## src/rtl/gelato_warp_fetch_scheduler.sv

```systemverilog
// rtl/gelato_warp_fetch_scheduler.sv - warp fetch scheduler between the PC table and ifetch
// Picks one eligible warp per issue and holds it on a registered valid/ready port.
module gelato_warp_fetch_scheduler #(
  parameter int WARP_NUM     = 32,
  parameter int PC_WIDTH     = 32,
  parameter int SPLIT_WIDTH  = 5,
  parameter int MAX_INFLIGHT = 4,
  parameter int POLICY       = 0,
  localparam int WW = $clog2(WARP_NUM),
  localparam int CW = $clog2(MAX_INFLIGHT + 1)
) (
  input  logic                            clk,
  input  logic                            rst_n,
  input  logic                            rdy,
  input  logic [WARP_NUM-1:0]             warp_valid,
  input  logic [WARP_NUM*PC_WIDTH-1:0]    warp_pc,
  input  logic [WARP_NUM*SPLIT_WIDTH-1:0] warp_split,
  input  logic                            act_valid,
  input  logic [WW-1:0]                   act_warp,
  output logic                            req_valid,
  input  logic                            req_ready,
  output logic [PC_WIDTH-1:0]             req_pc,
  output logic [WW-1:0]                   req_warp,
  output logic [SPLIT_WIDTH-1:0]          req_split,
  output logic [CW-1:0]                   inflight
);

  logic                   req_valid_q, req_valid_d;
  logic [PC_WIDTH-1:0]    req_pc_q, req_pc_d;
  logic [WW-1:0]          req_warp_q, req_warp_d;
  logic [SPLIT_WIDTH-1:0] req_split_q, req_split_d;
  logic [CW-1:0]          inflight_q, inflight_d;
  logic [WARP_NUM-1:0]    disabled_q, disabled_d;
  logic [WW-1:0]          last_warp_q, last_warp_d;

  logic                   xfer;
  logic                   act_hit;
  logic                   act_dec;
  logic                   load;
  logic [WARP_NUM-1:0]    eligible;
  logic                   sel_found;
  logic [WW-1:0]          sel_warp;

  // Explicit modulo so non-power-of-two warp counts wrap correctly.
  function automatic logic [WW-1:0] wrap_add(input logic [WW-1:0] base, input int k);
    int sum;
    sum = int'(base) + k;
    if (sum >= WARP_NUM) begin
      sum = sum - WARP_NUM;
    end
    return sum[WW-1:0];
  endfunction

  always_comb begin
    eligible = '0;
    for (int i = 0; i < WARP_NUM; i++) begin
      eligible[i] = warp_valid[i] & ~disabled_q[i] &
                    ~(req_valid_q & (int'(req_warp_q) == i));
    end
  end

  always_comb begin
    sel_found = 1'b0;
    sel_warp  = '0;
    if (POLICY == 1 && eligible[last_warp_q]) begin
      sel_found = 1'b1;
      sel_warp  = last_warp_q;
    end
    for (int k = 1; k <= WARP_NUM; k++) begin
      if (!sel_found && eligible[wrap_add(last_warp_q, k)]) begin
        sel_found = 1'b1;
        sel_warp  = wrap_add(last_warp_q, k);
      end
    end
  end

  always_comb begin
    xfer    = req_valid_q & req_ready & rdy;
    act_hit = act_valid & rdy & disabled_q[act_warp];
    // A warp being transferred keeps its disable; its reactivation cannot count.
    act_dec = act_hit & ~(xfer & (act_warp == req_warp_q)) & (inflight_q != '0);

    disabled_d = disabled_q;
    if (act_hit) begin
      disabled_d[act_warp] = 1'b0;
    end
    if (xfer) begin
      disabled_d[req_warp_q] = 1'b1;
    end

    inflight_d = inflight_q;
    if (xfer && !act_dec) begin
      inflight_d = inflight_q + CW'(1);
    end else if (!xfer && act_dec) begin
      inflight_d = inflight_q - CW'(1);
    end

    last_warp_d = xfer ? req_warp_q : last_warp_q;

    req_valid_d = req_valid_q;
    req_pc_d    = req_pc_q;
    req_warp_d  = req_warp_q;
    req_split_d = req_split_q;
    load = rdy & (~req_valid_q | xfer) & (int'(inflight_d) < MAX_INFLIGHT) & sel_found;
    if (load) begin
      req_valid_d = 1'b1;
      req_warp_d  = sel_warp;
      req_pc_d    = warp_pc[int'(sel_warp)*PC_WIDTH +: PC_WIDTH];
      req_split_d = warp_split[int'(sel_warp)*SPLIT_WIDTH +: SPLIT_WIDTH];
    end else if (xfer) begin
      req_valid_d = 1'b0;
    end
  end

  always_ff @(posedge clk or negedge rst_n) begin
    if (!rst_n) begin
      req_valid_q <= 1'b0;
      req_pc_q    <= '0;
      req_warp_q  <= '0;
      req_split_q <= '0;
      inflight_q  <= '0;
      disabled_q  <= '0;
      last_warp_q <= WW'(WARP_NUM - 1);
    end else begin
      req_valid_q <= req_valid_d;
      req_pc_q    <= req_pc_d;
      req_warp_q  <= req_warp_d;
      req_split_q <= req_split_d;
      inflight_q  <= inflight_d;
      disabled_q  <= disabled_d;
      last_warp_q <= last_warp_d;
    end
  end

  assign req_valid = req_valid_q;
  assign req_pc    = req_pc_q;
  assign req_warp  = req_warp_q;
  assign req_split = req_split_q;
  assign inflight  = inflight_q;

  a_act_range: assert property (@(posedge clk) disable iff (!rst_n)
    act_valid |-> (int'(act_warp) < WARP_NUM));
  a_inflight_max: assert property (@(posedge clk) disable iff (!rst_n)
    int'(inflight_q) <= MAX_INFLIGHT);
  a_req_hold: assert property (@(posedge clk) disable iff (!rst_n)
    (req_valid_q && !req_ready) |=> (req_valid_q && $stable(req_pc_q) &&
                                     $stable(req_warp_q) && $stable(req_split_q)));

endmodule

```

## config.mk

```make
export PLATFORM = sky130hd
export DESIGN_NAME = gelato_warp_fetch_scheduler
export DESIGN_NICKNAME = d
export VERILOG_FILES = /design/src/rtl/gelato_warp_fetch_scheduler.sv
export SDC_FILE = /design/constraint.sdc
export NUM_CORES = 1
export LEC_CHECK = 0
export CELL_PAD_IN_SITES_DETAIL_PLACEMENT = 2
export CELL_PAD_IN_SITES_GLOBAL_PLACEMENT = 2
export CORE_AREA = 4 4 489 491
export CTS_CLUSTER_DIAMETER = 30
export DETAILED_ROUTE_END_ITERATION = 8
export DIE_AREA = 0 0 493 495
export HOLD_SLACK_MARGIN = 0.03
export PLACE_DENSITY = 0.51
export SYNTH_ARGS = -nofsm -noshare
export SYNTH_HDL_FRONTEND = slang
export SYNTH_SLANG_ARGS = --single-unit
```

## constraint.sdc

```tcl
create_clock -name clk -period 8.7 [get_ports clk]
set_clock_uncertainty 0.15 [all_clocks]
set_input_delay 1.74 -clock clk [delete_from_list [all_inputs] [get_ports clk]]
set_output_delay 1.74 -clock clk [all_outputs]
set_load 0.05 [all_outputs]
```

**Routing congestion**

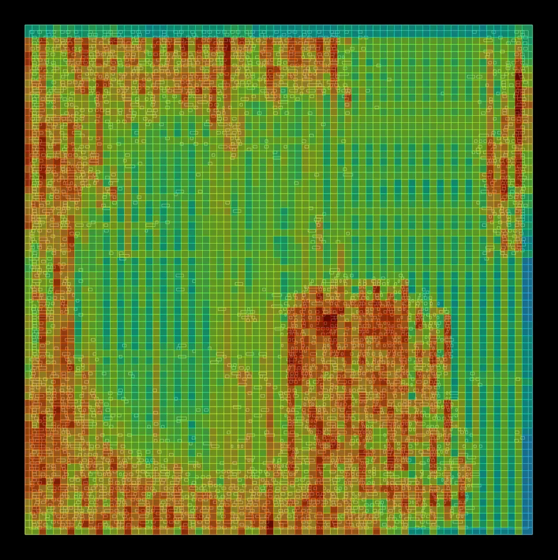
fin util: 0.174
drt wl/cell: 37.6 um
GRT busiest layer: met2

**Routed clock nets over the placement**

Scale: 1 px per um.
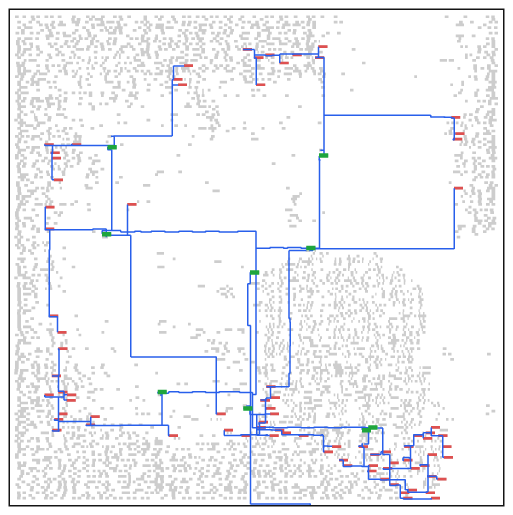
- flip-flops: red (count 83)
- clock wires: blue (length 3840 um)
- clock-net drivers: green (count 9)
- flops lie: all over the die
clk latency late pin: 0.47 ns

==> job_summary.md <==
### Metrics collected by this job

| Metric | Value |
|---|---|
| CP delay by family, top | `simple AND/OR/NAND/NOR gates` |
| Ratio of cells with drive above 1 in the final layout | `0.227` |
| Worst EP required | `8.94 ns` |
| Die Y | `between 400 and 500 um` |
| Area growth from synthesis to layout | `102%` |
| Final TNS setup | `0 ns` |
| Setup CP Type | `primary input to register` |
| Max-cap violations | `0` |
| Largest net degree at the start of global routing | `68` |
| Async SR Flop Fraction | `1.00` |
| Die Area | `approximately 240000 um2` |
| # rows | `178` |
| Top cells by area | `mux4_2, mux2i_1, dfrtp_1` |
| CTS resizes | `0` |
| Fmax | `119 MHz` |
| Yosys warning tally | `0` |
| Result of the run | `finished clean` |
| Crit path capture type | `register` |
| Port bufs | `1271` |
| Post-layout period usage | `0.965` |
| Routability cong. | `0.929` |
| Worst-path maximum fanout | `20` |
| CP max-delay cell | `or4_4` |
| CTS root buffer | `clkbuf_16` |
| Flops & latches, synth | `83` |
| Area leader share | `0.279` |
| Clock sinks | `83` |
| Leading area contributor after synthesis | `mux4_2` |
| Design area | `a little over 40000 um2` |
| Most numerous cell in the Yosys netlist | `mux2i_1` |
| Dominant Register Cell | `dfrtp_1` |
| CTS buffer count | `9` |
| Startpoint types | `primary input` |
| First-pass GRT wire length | `326000 um` |
| Layout fillers | `27136` |
| Cells after DPL | `6812` |
| Starting DRT DRC Count | `2126` |
| All-Layer GR Usage | `0.203` |
| Postcts setup bufs | `0` |
| Buf+Inv Stages, Crit Path | `6` |
| CP cell instances | `clkdlybuf4s50_1 -> nor2b_1 -> o211a_1 -> nor4_1 -> nor4_1 -> buf_4 -> mux4_2 -> nor3_1 -> nand4_1 -> or4_4 -> nor4_2 -> a22oi_1 -> a31oi_1 -> buf_4 -> a2bb2oi_2 -> nand2_8 -> buf_12 -> buf_4 -> mux2i_1 -> a221oi_1 -> buf_4 -> o21ai_1 -> a31oi_1` |
| H-Tree Depth | `3` |
| Final setup fails | `0` |
| Ports | `about 1300` |
| Syn_nets | `3344` |
| DP HPWL | `232000 um` |
| RSZ-0062 raised after global routing | `no` |
| Clock slew at reported path FFs | `0.12 ns` |
| Vias | `28540` |
| Post-layout net count | `4916` |
| CTS tree | `built` |
| Hold-fix buffers, CTS | `0` |
| Max Slew Vio Count | `0` |
| Clock Tree Buf Depth | `2` |
| Tool warnings | `38` |
| DP Worst Slack | `-0.202 ns` |
| # DRC | `0` |
| Vias in the first global route | `30622` |
| PnR worst setup slack | `about 0.30 ns` |
| Chip Area, Yosys | `20200 um2` |
| Crit path time final | `8.40 ns` |
| Gr ovfl total | `0` |
| Post-synth top cells | `mux2i_1, mux4_2, nand2_1` |
| Crit path DAT | `8.64 ns` |
| Post-Syn Area | `20200 um2` |
| Top cells excl fill/tap | `clkdlybuf4s50_1, buf_4, mux2i_1` |
| Initial antenna violation count | `203` |
| Total Wirelength | `259000 um` |
| Syn avg cell area | `9.61 um2` |
| Top cell excl fill/tap | `clkdlybuf4s50_1` |
| Cell Type Count | `91` |
| Slowest stage delay, CP | `0.69 ns` |
| Final cell count without fillers | `6877` |
| Most used cell, CP | `buf_4` |
| Slew @ Worst Pin | `1.36 ns` |
| Count of final hold-check violations | `0` |
| Post-synth seq share | `0.103` |
| Yosys Instances | `2101` |
| Hold Crit Class | `register to register` |
| Rel. slew slack | `0.0896` |
| Number of enable flip-flop cells | `0` |
| Die X | `493 um` |
| Routed Antenna Nets | `0` |
| Placed cell areas | `around 40000 um2` |
**Cell area per tile**

Scale: 0.5 px per um. 25 x 25 tiles, from white (low) to dark blue (high), 0 to 100% covered.
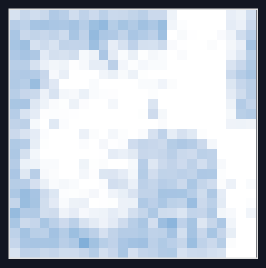
- mean over tiles: 15%
- fullest tile: 47%
- nearly empty tiles: 32%
core area: 235000 um2
Starting Density: 0.0860

**M4 wires**

Scale: 1 px per um.
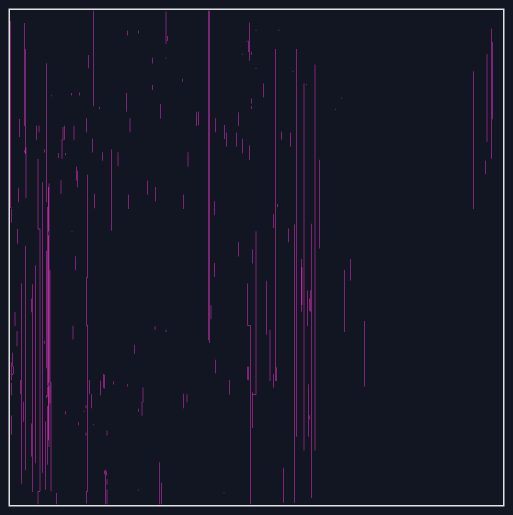
- nets with wire on the layer: 171
- wire length on this layer: 9250 um
- main direction: vertical
- share of all routed wire: 3.6%
- longest straight run: 388 um

==> final cells by class <==
| cell class | count | area, um2 | share of cell area |
|---|---|---|---|
| antenna | 49 | 123 | 0.00301 |
| clock inverter | 7 | 76.3 | 0.00187 |
| sequential | 83 | 2080 | 0.0512 |
| clock buffer | 9 | 225 | 0.00553 |
| inverter | 21 | 78.8 | 0.00194 |
| tap | 3150 | 3940 | 0.0968 |
| timing repair buffer | 1762 | 17100 | 0.420 |
| multi-input combinational | 1796 | 17100 | 0.420 |
==> logic make-up after synthesis <==
| group | count (synthesis) | share of synthesized area |
|---|---|---|
| flops | 83 | 0.103 |
| fa+ha+maj | 17 | 0.0105 |
| xor+xnor | 45 | 0.0195 |
| compound gates | 587 | 0.213 |
| buf+inv | 222 | 0.0557 |
| simple gates | 548 | 0.141 |
| mux | 599 | 0.457 |
==> final timing paths <==
kind,start,to,slack [ns],depth (start not counted)
max,warp_valid[8],req_pc[23]$_DFFE_PN0P_,0.30,23
min,req_pc[2]$_DFFE_PN0P_,req_pc[2]$_DFFE_PN0P_,0.38,2
max reg2reg,req_warp[3]$_DFFE_PN0P_,req_pc[23]$_DFFE_PN0P_,0.46,22
min reg2reg,req_pc[2]$_DFFE_PN0P_,req_pc[2]$_DFFE_PN0P_,0.38,2
max in group asynchronous,rst_n,req_warp[2]$_DFFE_PN0P_,5.85,2
min in group asynchronous,rst_n,disabled_q[17]$_DFF_PN0_,1.09,1
==> sequential cells by signal (all words and copies together) (netlist names) <==
signal	cells
req_valid	1
req_warp	5
disabled_q	32
req_pc	32
inflight	3
req_split	5
last_warp_q	5
==> metal layers <==
layer	vias to the layer above	GRT usage	part of all wire
met5	-	0	0.0025
met4	102	0.0505	0.036
met3	385	0.0595	0.079
met2	1407	0.360	0.49
met1	14812	0.240	0.39
li1	11834	-	-
